### src/rtl/sample_fifo_ctrl.sv
// Fill-once / replay-N controller for an external FIFO with a mark/rewind read pointer.
// Optional abort input is enabled by defining SAMPLE_FIFO_CTRL_ABORT_EN.
module sample_fifo_ctrl #(
  parameter int unsigned FIFO_WIDTH = 16,
  parameter int unsigned CNT_W      = 10,
  parameter int unsigned PASS_W     = 4
) (
  input  logic                  clk,
  input  logic                  rst,
  input  logic                  i_start,
  input  logic [CNT_W-1:0]      i_num_items,
  input  logic [PASS_W-1:0]     i_num_passes,
`ifdef SAMPLE_FIFO_CTRL_ABORT_EN
  input  logic                  i_abort,
`endif
  output logic                  o_busy,
  output logic                  o_done,
  input  logic                  s_valid,
  input  logic [FIFO_WIDTH-1:0] s_data,
  output logic                  s_ready,
  output logic                  m_valid,
  output logic [FIFO_WIDTH-1:0] m_data,
  input  logic                  m_ready,
  output logic                  m_last,
  output logic [PASS_W-1:0]     m_pass,
  output logic                  o_fifo_flush,
  output logic                  o_fifo_read_rst,
  output logic                  o_fifo_mark_read_rst,
  output logic                  o_fifo_push,
  output logic                  o_fifo_pop,
  output logic [FIFO_WIDTH-1:0] o_fifo_rear,
  input  logic                  i_fifo_full,
  input  logic                  i_fifo_empty,
  input  logic                  i_fifo_vld,
  input  logic [FIFO_WIDTH-1:0] i_fifo_front
);

  typedef enum logic [2:0] {
    S_IDLE, S_MARK, S_FILL, S_DRAIN, S_REWIND, S_FLUSH, S_DONE
  } state_t;

  state_t                state;
  logic [CNT_W-1:0]      items_q;
  logic [PASS_W-1:0]     passes_q;
  logic [CNT_W-1:0]      push_cnt;
  logic [CNT_W-1:0]      pop_cnt;
  logic [CNT_W-1:0]      beat_cnt;
  logic [PASS_W-1:0]     pass_q;
  logic                  inflight;
  logic [FIFO_WIDTH-1:0] buf0;
  logic [FIFO_WIDTH-1:0] buf1;
  logic [1:0]            buf_cnt;

  logic       abort_c;
  logic       in_drain;
  logic       deq;
  logic       enq;
  logic       last_beat;
  logic [2:0] occ_next;

`ifdef SAMPLE_FIFO_CTRL_ABORT_EN
  assign abort_c = i_abort && (state inside {S_MARK, S_FILL, S_DRAIN, S_REWIND});
`else
  assign abort_c = 1'b0;
`endif

  assign in_drain  = (state == S_DRAIN);
  assign m_valid   = (buf_cnt != 2'd0);
  assign m_data    = buf0;
  assign m_pass    = pass_q;
  assign m_last    = m_valid && (beat_cnt == items_q - CNT_W'(1));
  assign deq       = in_drain && m_valid && m_ready;
  assign enq       = in_drain && i_fifo_vld;
  assign last_beat = deq && (beat_cnt == items_q - CNT_W'(1));

  // Skid occupancy after this edge, counting the read whose data arrives now
  assign occ_next  = 3'(buf_cnt) - 3'(deq) + 3'(inflight);

  assign o_fifo_pop = in_drain && !abort_c && (occ_next < 3'd2) &&
                      !i_fifo_empty && (pop_cnt < items_q);

  assign s_ready              = (state == S_FILL) && !i_fifo_full && !abort_c;
  assign o_fifo_push          = s_valid && s_ready;
  assign o_fifo_rear          = s_data;
  assign o_fifo_mark_read_rst = (state == S_MARK);
  assign o_fifo_read_rst      = (state == S_REWIND);
  assign o_fifo_flush         = (state == S_FLUSH);
  assign o_done               = (state == S_DONE);
  assign o_busy               = (state != S_IDLE);

  always_ff @(posedge clk) begin
    if (rst) begin
      state    <= S_IDLE;
      items_q  <= '0;
      passes_q <= '0;
      push_cnt <= '0;
      pop_cnt  <= '0;
      beat_cnt <= '0;
      pass_q   <= '0;
      inflight <= 1'b0;
      buf0     <= '0;
      buf1     <= '0;
      buf_cnt  <= '0;
    end else begin
      inflight <= o_fifo_pop;

      // Two-entry output skid buffer; head is always buf0
      if (abort_c) begin
        buf_cnt <= '0;
      end else if (enq && deq) begin
        if (buf_cnt == 2'd2) begin
          buf0 <= buf1;
          buf1 <= i_fifo_front;
        end else begin
          buf0 <= i_fifo_front;
        end
      end else if (deq) begin
        buf0    <= buf1;
        buf_cnt <= buf_cnt - 2'd1;
      end else if (enq) begin
        if (buf_cnt == 2'd0) buf0 <= i_fifo_front;
        else                 buf1 <= i_fifo_front;
        buf_cnt <= buf_cnt + 2'd1;
      end

      case (state)
        S_IDLE: begin
          if (i_start) begin
            if ((i_num_items != '0) && (i_num_passes != '0)) begin
              items_q  <= i_num_items;
              passes_q <= i_num_passes;
              push_cnt <= '0;
              pass_q   <= '0;
              state    <= S_MARK;
            end else begin
              state <= S_DONE;
            end
          end
        end
        S_MARK: state <= S_FILL;
        S_FILL: begin
          if (o_fifo_push) begin
            push_cnt <= push_cnt + CNT_W'(1);
            if (push_cnt == items_q - CNT_W'(1)) begin
              pop_cnt  <= '0;
              beat_cnt <= '0;
              pass_q   <= '0;
              state    <= S_DRAIN;
            end
          end
        end
        S_DRAIN: begin
          if (o_fifo_pop) pop_cnt <= pop_cnt + CNT_W'(1);
          if (deq)        beat_cnt <= beat_cnt + CNT_W'(1);
          if (last_beat) begin
            if (pass_q == passes_q - PASS_W'(1)) state <= S_FLUSH;
            else                                 state <= S_REWIND;
          end
        end
        S_REWIND: begin
          pass_q   <= pass_q + PASS_W'(1);
          pop_cnt  <= '0;
          beat_cnt <= '0;
          state    <= S_DRAIN;
        end
        S_FLUSH: state <= S_DONE;
        S_DONE:  state <= S_IDLE;
        default: state <= S_IDLE;
      endcase

      if (abort_c) state <= S_FLUSH;
    end
  end

endmodule

### config.mk
export PLATFORM = sky130hd
export DESIGN_NAME = sample_fifo_ctrl
export DESIGN_NICKNAME = d
export VERILOG_FILES = /design/src/rtl/sample_fifo_ctrl.sv
export SDC_FILE = /design/constraint.sdc
export NUM_CORES = 1
export LEC_CHECK = 0
export CAP_MARGIN = 5
export CELL_PAD_IN_SITES_DETAIL_PLACEMENT = 1
export CELL_PAD_IN_SITES_GLOBAL_PLACEMENT = 1
export CORE_MARGIN = 2
export CORE_UTILIZATION = 41
export CTS_CLUSTER_SIZE = 10
export DETAILED_ROUTE_END_ITERATION = 8
export GPL_ROUTABILITY_DRIVEN = 0
export PLACE_DENSITY = 0.84
export RECOVER_POWER = 50
export SETUP_SLACK_MARGIN = 0.4
export SLEW_MARGIN = 20
export SYNTH_ARGS = -nofsm -noshare
export SYNTH_HDL_FRONTEND = slang
export SYNTH_SLANG_ARGS = --single-unit
### constraint.sdc
create_clock -name clk -period 4.7 [get_ports clk]
set_input_delay 0.94 -clock clk [delete_from_list [all_inputs] [get_ports clk]]
set_output_delay 0.94 -clock clk [all_outputs]
set_load 0.02 [all_outputs]
==> flow_summary.toml <==
# implementation run metrics
[run_status]
status = "finished, final reports clean"

[placed_design]
place_inst = 772
portBuffers = 67
place_ws_ns = -0.09120
place_area_sq_um = 5682

[route]
dr.pass1.iters = 5
drtAntennaViolNets = 0
drt-initial-drc-count = 195
met2_length_mm = 7.339
drc = 0
vias = 4421
wl_met1_mm = 5.855

[clocking]
hold_buffers = 0
cts.reportedPaths.clkPinSlew_ns = 0.06
post_cts_buffers = 0
clock_tree.buffer_depth = 2
numCtsBuffers = 9

[floorplanning]
pin_count = 100
initial_core_util_pct = 41.91
core_area_sq_um = 11960
num_rows = 40

[pwr]
pg_comb_mw = 0.370
power_mw = 1.884
swShare_pct = 28.22
clkPwrFrac_pct = 39.0
pwr-share-comb_pct = 19.6
power-top-group = "sequential cells"
ir_drop_mv = 0.1356
internal_power_mw = 1.352

[timing]
hold_slack_ns = 0.4848
rsz0062_at_grt = "false"
fin_crit_ns = 4.259
finalMaxSlewViolations = 0
fin_setup_tns_ns = 0
setup_slack_ns = 0.4412

[worst_setup_path]
arrival_ns = 3.32
required_ns = 3.76
critical_path_class = "in -> out"
path_max_fanout = 2
cp-start-kind = "input pin"
rr_endpoint = "pop_cnt[9]"
reg2reg_depth = 10
r2r-start = "items_q[0]"

[global_route]
busiest_layer = "met2"
use_met1_pct = 25.04
grt-ovfl-total = 0
grt_max_degree = 59
grt.total_usage_pct = 22.47
globalRouteMet2Util_pct = 41.26

[layout]
final_cell_mix = "dfxtp_1 (86), nor2_1 (80), nand2_1 (59)"
fin_util_pct = 50.08
n_fill_cell = 1415
combGateArea_sq_um = 2964
buffer_area_share_pct = 12.26
area_growth_pct = 19.49
regArea_sq_um = 1722
drive_above_1_share_pct = 6.864
layout_top_cell = "dfxtp_1"
final_cell_area_sq_um = 5991
largest_cell_class = "combinational gates"

[synth]
mux_share_pct = 6.988
yosysUniqueCellTypes = 67
synth_flops = 86
area_leaders = "dfxtp_1 (34%), mux2i_1 (7.0%), nor2_1 (6.1%)"
synth-async-reset-ratio_pct = 0
yosysChipArea_sq_um = 5014
synth_warnings = 0
synthSimpleGateAreaFrac_pct = 22.24
synth_area_sq_um = 5014
syn_inst = 594
ff_type = "dfxtp_1"
top_cell = "dfxtp_1"
synth-xor-area-share_pct = 9.159
top_area_cell = "dfxtp_1"
ys_top_cells_by_count = "dfxtp_1 (86), nor2_1 (81), nand2_1 (59)"
synthAdderAreaFrac_pct = 4.392

[min_path]
min_delay_worst_endpoint = "passes_q[1]"
hold_depth = 2
hold_path.startpoint = "passes_q[1]"
hold_class = "reg -> reg"

[job]
tool_warnings = 26
[timing repair]
action	in CTS	in global routing
endpoints found under the setup margin	1	1
gates resized	7	4
pin swaps	0	2
[registers in the layout, summed over array words and instances, names as in the netlist, 2 cells and up]
name and count:
beat_cnt 10, buf1 16, buf_cnt 2, items_q 10, m_data 16, m_pass 4
passes_q 4, pop_cnt 10, push_cnt 10, state 3
[critical path: stages]
cell	delay (ns)
dlygate4sd3_1	0.55
and3_4	0.19
nand2_1	0.08
nor2_2	0.15
o21ai_1	0.10
fa_2	0.34
xor2_1	0.14
a31oi_1	0.16
and4_1	0.22
inv_1	0.07
a41oi_2	0.20
buf_4	0.18
**Clock routing**

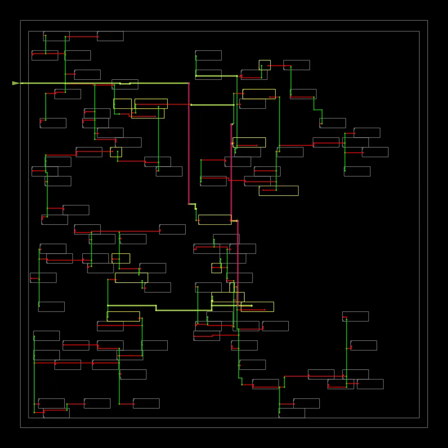
Clk power: 0.735 mW
clk_lat worst skew: 0.34 ns
Clock Skews: 0.01135 ns

**Cells colored by class**

Fill, decap, tap and diode cells in gray.
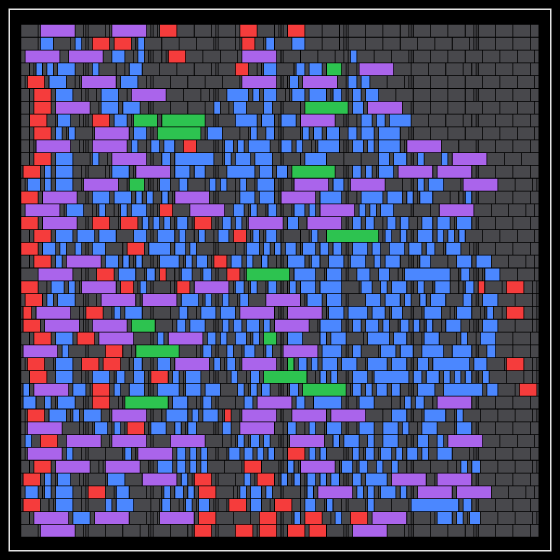
[red] remaining buffers and delay cells | cells: 78
[blue] remaining logic cells | cells: 461
[purple] registers | cells: 86
[green] clock drivers and dummy loads | cells: 16

**Sequential cells colored by netlist name**

Bar = 20 microns. Other sequential cells in the stronger gray, the rest of the logic in the fainter gray.
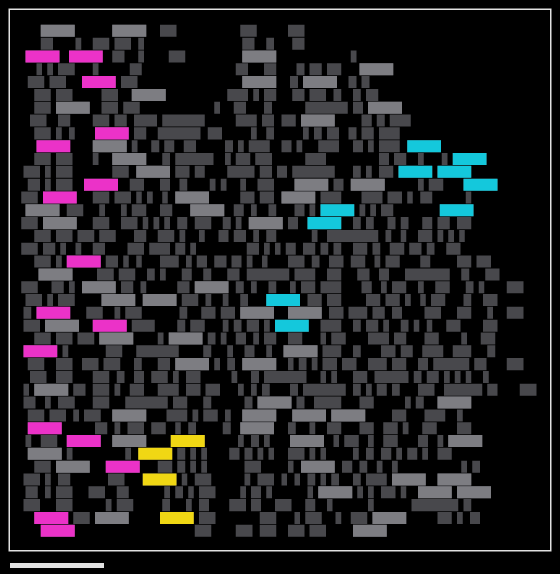
[yellow] passes_q | flops: 4
[magenta] buf1 | flops: 16
[cyan] beat_cnt | flops: 10

**Clock wires, drivers and flops**

Bar = 20 microns.
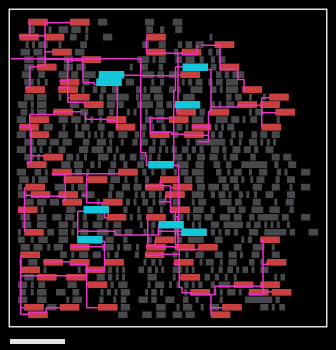
[red] flip-flops | count: 86
[magenta] clock wires | length: 1090 microns
[cyan] clock-net drivers | count: 9
routed clock nets: 10
flops lie: all over the die

Power is estimated from default activity; no workload was simulated.
